## config.mk

```make
export PLATFORM = sky130hd
export DESIGN_NAME = seg7_to_binary
export DESIGN_NICKNAME = d
export VERILOG_FILES = /design/src/rtl/seg7_pkg.sv /design/src/rtl/seg7_pattern_decode.sv /design/src/rtl/seg7_to_binary.sv
export SDC_FILE = /design/constraint.sdc
export NUM_CORES = 1
export LEC_CHECK = 0
export CAP_MARGIN = 0
export CORE_MARGIN = 2
export CORE_UTILIZATION = 40
export CTS_CLUSTER_SIZE = 10
export DETAILED_ROUTE_END_ITERATION = 6
export HOLD_SLACK_MARGIN = 0.1
export PLACE_DENSITY_LB_ADDON = 0.05
export SETUP_SLACK_MARGIN = 0.3
export SLEW_MARGIN = 20
export SYNTH_ARGS = -nofsm -noshare
export SYNTH_HDL_FRONTEND = slang
export SYNTH_HIERARCHICAL = 1
export SYNTH_SLANG_ARGS = --single-unit
```

## constraint.sdc

```tcl
create_clock -name clk -period 5.7 [get_ports clk]
set_input_delay 0.855 -clock clk [delete_from_list [all_inputs] [get_ports clk]]
set_output_delay 0.855 -clock clk [all_outputs]
set_load 0.01 [all_outputs]
```

## src/rtl/seg7_pkg.sv

```systemverilog
// Shared seven-segment definitions: active-high gfedcba patterns for digits 0-9,
// the blank pattern and the code reported for unrecognised patterns.
package seg7_pkg;

   localparam int SEG_NUM_DIGITS = 10;

   localparam logic [6:0] SEG_DIGIT [0:SEG_NUM_DIGITS-1] = '{
      7'b0111111,  // 0
      7'b0000110,  // 1
      7'b1011011,  // 2
      7'b1001111,  // 3
      7'b1100110,  // 4
      7'b1101101,  // 5
      7'b1111101,  // 6
      7'b0000111,  // 7
      7'b1111111,  // 8
      7'b1101111   // 9
   };

   localparam logic [6:0] SEG_BLANK        = 7'b0000000;
   localparam logic [3:0] SEG_INVALID_CODE = 4'hF;

   // Raw active-low bus value for an all-off display.
   localparam logic [6:0] SEG_N_IDLE = 7'h7F;

   typedef struct packed {
      logic [3:0] code;
      logic       is_blank;
      logic       is_illegal;
   } seg7_dec_t;

endpackage

```

## src/rtl/seg7_pattern_decode.sv

```systemverilog
// Combinational lookup of an active-high gfedcba pattern against the shared
// digit table; anything that is neither a digit nor blank is illegal.
module seg7_pattern_decode
   import seg7_pkg::*;
(
   input  logic [6:0] i_pattern,
   output seg7_dec_t  o_dec
);

   always_comb begin
      o_dec.code       = SEG_INVALID_CODE;
      o_dec.is_blank   = (i_pattern == SEG_BLANK);
      o_dec.is_illegal = (i_pattern != SEG_BLANK);
      for (int i = 0; i < SEG_NUM_DIGITS; i++) begin
         if (i_pattern == SEG_DIGIT[i]) begin
            o_dec.code       = 4'(i);
            o_dec.is_illegal = 1'b0;
         end
      end
   end

endmodule

```

## src/rtl/seg7_to_binary.sv

```systemverilog
// Samples an asynchronous active-low segment bus, waits for each pattern to hold
// steady, and delivers each newly stable non-blank digit once via a 1-entry buffer.
module seg7_to_binary
   import seg7_pkg::*;
#(
   parameter int STABLE_CYCLES = 4
) (
   input  logic       clk,
   input  logic       rstn,
   input  logic [6:0] seg_n,
   input  logic       ready,
   output logic [3:0] data_out,
   output logic       invalid,
   output logic       valid,
   output logic       overrun
);

   localparam int             CW      = $clog2(STABLE_CYCLES + 1);
   localparam logic [CW-1:0]  CNT_MAX = CW'(STABLE_CYCLES);
   localparam logic [CW-1:0]  CNT_ACC = CW'(STABLE_CYCLES - 1);

   logic [6:0]    r_sync1;
   logic [6:0]    r_sync2;
   logic [6:0]    r_prev;
   logic [CW-1:0] r_cnt;
   logic [6:0]    r_last_acc;
   logic [3:0]    r_data;
   logic          r_invalid;
   logic          r_valid;
   logic          r_overrun;

   logic [6:0]    w_p;
   logic          w_same;
   logic          w_accept;
   logic          w_new;
   logic          w_emit;
   seg7_dec_t     w_dec;

   assign w_p      = ~r_sync2;
   assign w_same   = (r_sync2 == r_prev);
   // cnt saturates at STABLE_CYCLES, so this fires exactly once per steady run.
   assign w_accept = w_same && (r_cnt == CNT_ACC);
   assign w_new    = w_accept && (w_p != r_last_acc);
   assign w_emit   = w_new && !w_dec.is_blank;

   seg7_pattern_decode u_decode (
      .i_pattern (w_p),
      .o_dec     (w_dec)
   );

   always_ff @(posedge clk or negedge rstn) begin
      if (!rstn) begin
         r_sync1 <= SEG_N_IDLE;
         r_sync2 <= SEG_N_IDLE;
         r_prev  <= SEG_N_IDLE;
         r_cnt   <= '0;
      end else begin
         r_sync1 <= seg_n;
         r_sync2 <= r_sync1;
         r_prev  <= r_sync2;
         if (!w_same)
            r_cnt <= '0;
         else if (r_cnt != CNT_MAX)
            r_cnt <= r_cnt + 1'b1;
      end
   end

   always_ff @(posedge clk or negedge rstn) begin
      if (!rstn) begin
         r_last_acc <= SEG_BLANK;
         r_data     <= '0;
         r_invalid  <= 1'b0;
         r_valid    <= 1'b0;
         r_overrun  <= 1'b0;
      end else begin
         r_overrun <= 1'b0;
         if (w_new)
            r_last_acc <= w_p;
         if (w_emit) begin
            if (!r_valid || ready) begin
               r_data    <= w_dec.code;
               r_invalid <= w_dec.is_illegal;
               r_valid   <= 1'b1;
            end else begin
               r_overrun <= 1'b1;
            end
         end else if (ready) begin
            r_valid <= 1'b0;
         end
      end
   end

   assign data_out = r_data;
   assign invalid  = r_invalid;
   assign valid    = r_valid;
   assign overrun  = r_overrun;

endmodule

```

==> impl_metrics.ini <==
; flow metrics
[synth]
flop_cell = dfstp_2
avgSynthCellArea_um2 = 11.56
synth_seq_share_pct = 56.35
ys_area_mm2 = 0.001734
yosysUniqueCellTypes = 36
synthArstFlopShare_pct = 100.0
synth_area_mm2 = 0.001734
fp_nets = 163

[floorplanning]
tapCellCount = 50
die-height_um = 69.85
coreArea_mm2 = 0.004086
row_count = 23
fp_util_pct = 42.44

[worst_hold_path]
worstHoldStart = r_sync1[0]
hold_end = r_sync2[0]

[final_timing]
hold_viol_final = 0
setup_viol = 0
grt_setup_unrepaired = no
max_freq_mhz = 397.0
fin_tns_setup_ns = 0
drv_slew = 0

[clocking]
clk_path_buf_depth = 2
cts_tree = done
numCtsBuffers = 5
postCtsSetupBuffers = 0
root_buffer = clkbuf_8

[drt]
drc_errors = 0
drt-vias-per-instance = 5.106
drt_iter0_drc = 47
drtAntennaViolNets = 0
dr.pass1.iters = 4

[grt]
grt_util_met3_pct = 4.797
grtUsageMet2_pct = 19.68
grt_pass1_vias = 1108

[setup_path]
path_cells = xnor2_1 > nand4_1 > or4b_4 > a2111oi_4 > mux2_2
slowest_delay_ns = 0.68
r2r_setup_slack_ns = 3.18
crit_family = simple AND/OR/NAND/NOR gates
r2r_start = r_sync2[2]
regToRegEndpoint = data_out[1]
crit_arrival_ns = 2.69
cp-end-kind = flop
critical_path.endpoint = data_out[1]
worst-path-buf-inv = 0
cp.required_ns = 5.87
path_max_fanout = 14
critical_path_class = reg2reg

[power_and_ir_drop]
internal_power_w = 0.0004411
switching_share_pct = 20.53
p_comb_w = 0.0000354
combPwrFrac_pct = 6.4
p_seq_share_pct = 52.1
p_leak_nw = 0.8213
power_leader = registers

[layout]
comb_cells = 93
syn_to_final_growth_pct = 16.23
seq_area_um2 = 977.2
nNetsFinal = 179
drive_gt1_share_pct = 23.35
nNonClkBuffers = 16
clkCellAreaFrac_pct = 5.773
inverters = 12
utilization_pct = 49.33
diodes = 0
seq-cell-share_pct = 48.48

[status]
status = finished, final reports clean

[job]
maxCapViolCount = 0
[stage by stage]
step | instances | hold WS [ns] | instance area (µm²) | power [W] | setup slack (ns)
floorplan | 150 | 0.3452 | 1734 | 0.0003162 | 3.432
global placement | 209 | 0.3457 | 1899 | 0.0003287 | 3.250
detailed placement | 209 | 0.3472 | 1899 | 0.0003297 | 3.190
CTS | 217 | 0.3574 | 2016 | 0.0005632 | 3.172
global route | 217 | 0.3607 | 2016 | 0.0005800 | 3.028
finish | 217 | 0.3566 | 2016 | 0.0005551 | 3.181
[cells by family (layout without fill, tap and decap cells)]
| logic type | count (synthesis) | after routing | synth area share (%) |
|---|---|---|---|
| mux | 6 | 6 | 3.824 |
| flops | 38 | 38 | 56.35 |
| buf+inv | 19 | 36 | 5.627 |
| xor+xnor | 16 | 16 | 8.081 |
| compound gates | 23 | 23 | 8.948 |
| fa+ha+maj | 3 | 3 | 2.165 |
| simple gates | 45 | 45 | 15.01 |
[synthesized netlist by cell type, types with 2 or more instances]
cell | count | area (µm²)
xor2_1 | 6 | 52.55
nor4_1 | 2 | 12.51
ha_1 | 3 | 37.54
o21ai_0 | 10 | 50.05
nand4_1 | 3 | 18.77
or3b_1 | 2 | 17.52
buf_2 | 3 | 15.01
or4b_4 | 2 | 27.53
mux2_2 | 5 | 56.30
buf_6 | 3 | 33.78
nor3_1 | 5 | 25.02
xnor2_1 | 10 | 87.58
nand2_1 | 15 | 56.30
nand3_1 | 5 | 25.02
inv_1 | 12 | 45.04
nand3b_1 | 3 | 22.52
dfrtp_1 | 17 | 425.4
dfstp_2 | 21 | 551.8
a21oi_1 | 6 | 30.03
[per-layer routing]
metal | vias to the layer above | part of all wire (%)
met5 | - | 0
met4 | 0 | 1.4
met3 | 5 | 5.5
met2 | 30 | 45
met1 | 528 | 48
li1 | 545 | -
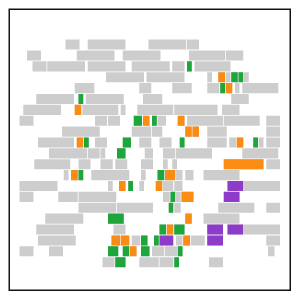
(logic cells by family)
Scale: 4 px per µm.
NAND gates: shown in green, cells 28, most used nand2_1. inverting AOI/OAI gates: shown in orange, cells 21, most used o21ai_0. multiplexers: shown in purple, cells 6, most used mux2_2, where bottom right.
Top cell excl fill/tap: dfstp_2
combinational share of cell area: 32.71%
Non-Filler Instances: 217

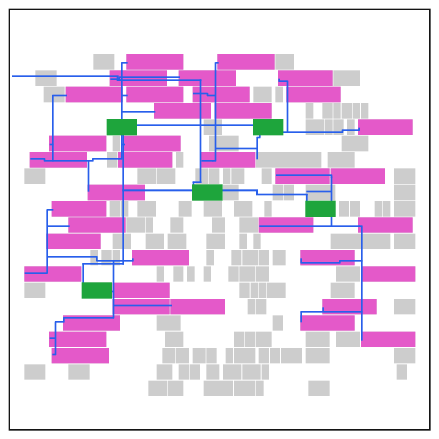
(clock network drawn from the DEF)
Scale: 6 px per µm.
flip-flops: shown in magenta, count 38. clock wires: shown in blue, length 433 µm. cells driving clock nets: shown in green, count 5.
There are 6 routed clock nets.
Clk power: 0.000230 W
clk_lat worst skew: 0.29 ns
Final Skew: 0.003656 ns
clock share of power: 41.5%

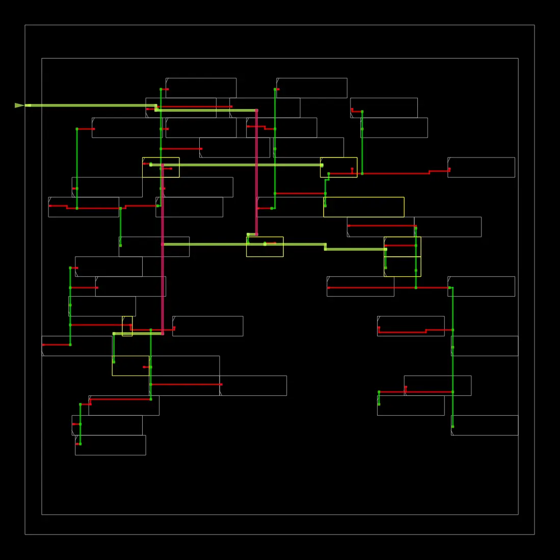
(the clock network)
FF+latch count: 38
# clock sinks: 38
clock buffer count: 7

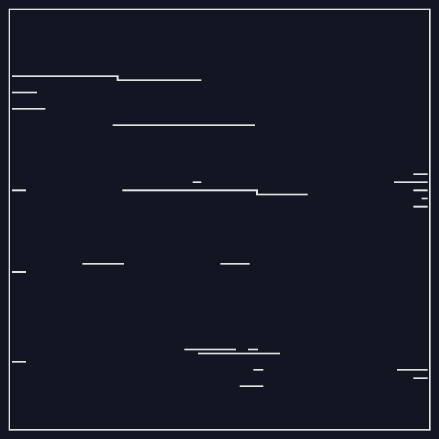
(signal wires on met3)
Scale: 6 px per µm.
The wires run mostly horizontal. The longest straight run is 23.5 µm.
DRT Wirelength: 2905 µm
via count: 1,108

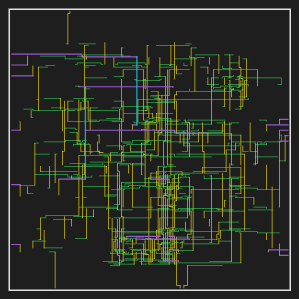
(wiring by layer)
Scale: 4 px per µm.
met1: shown in green, wire length 1,410 µm. met3: shown in purple, wire length 162 µm. met4: shown in cyan, wire length 40.1 µm. met2: shown in yellow, wire length 1,300 µm.
Global Route Usage Sum: 13.40%
routed len/inst: 13.39 µm

Power figures rest on the tool's default switching activity, not on a simulated workload.
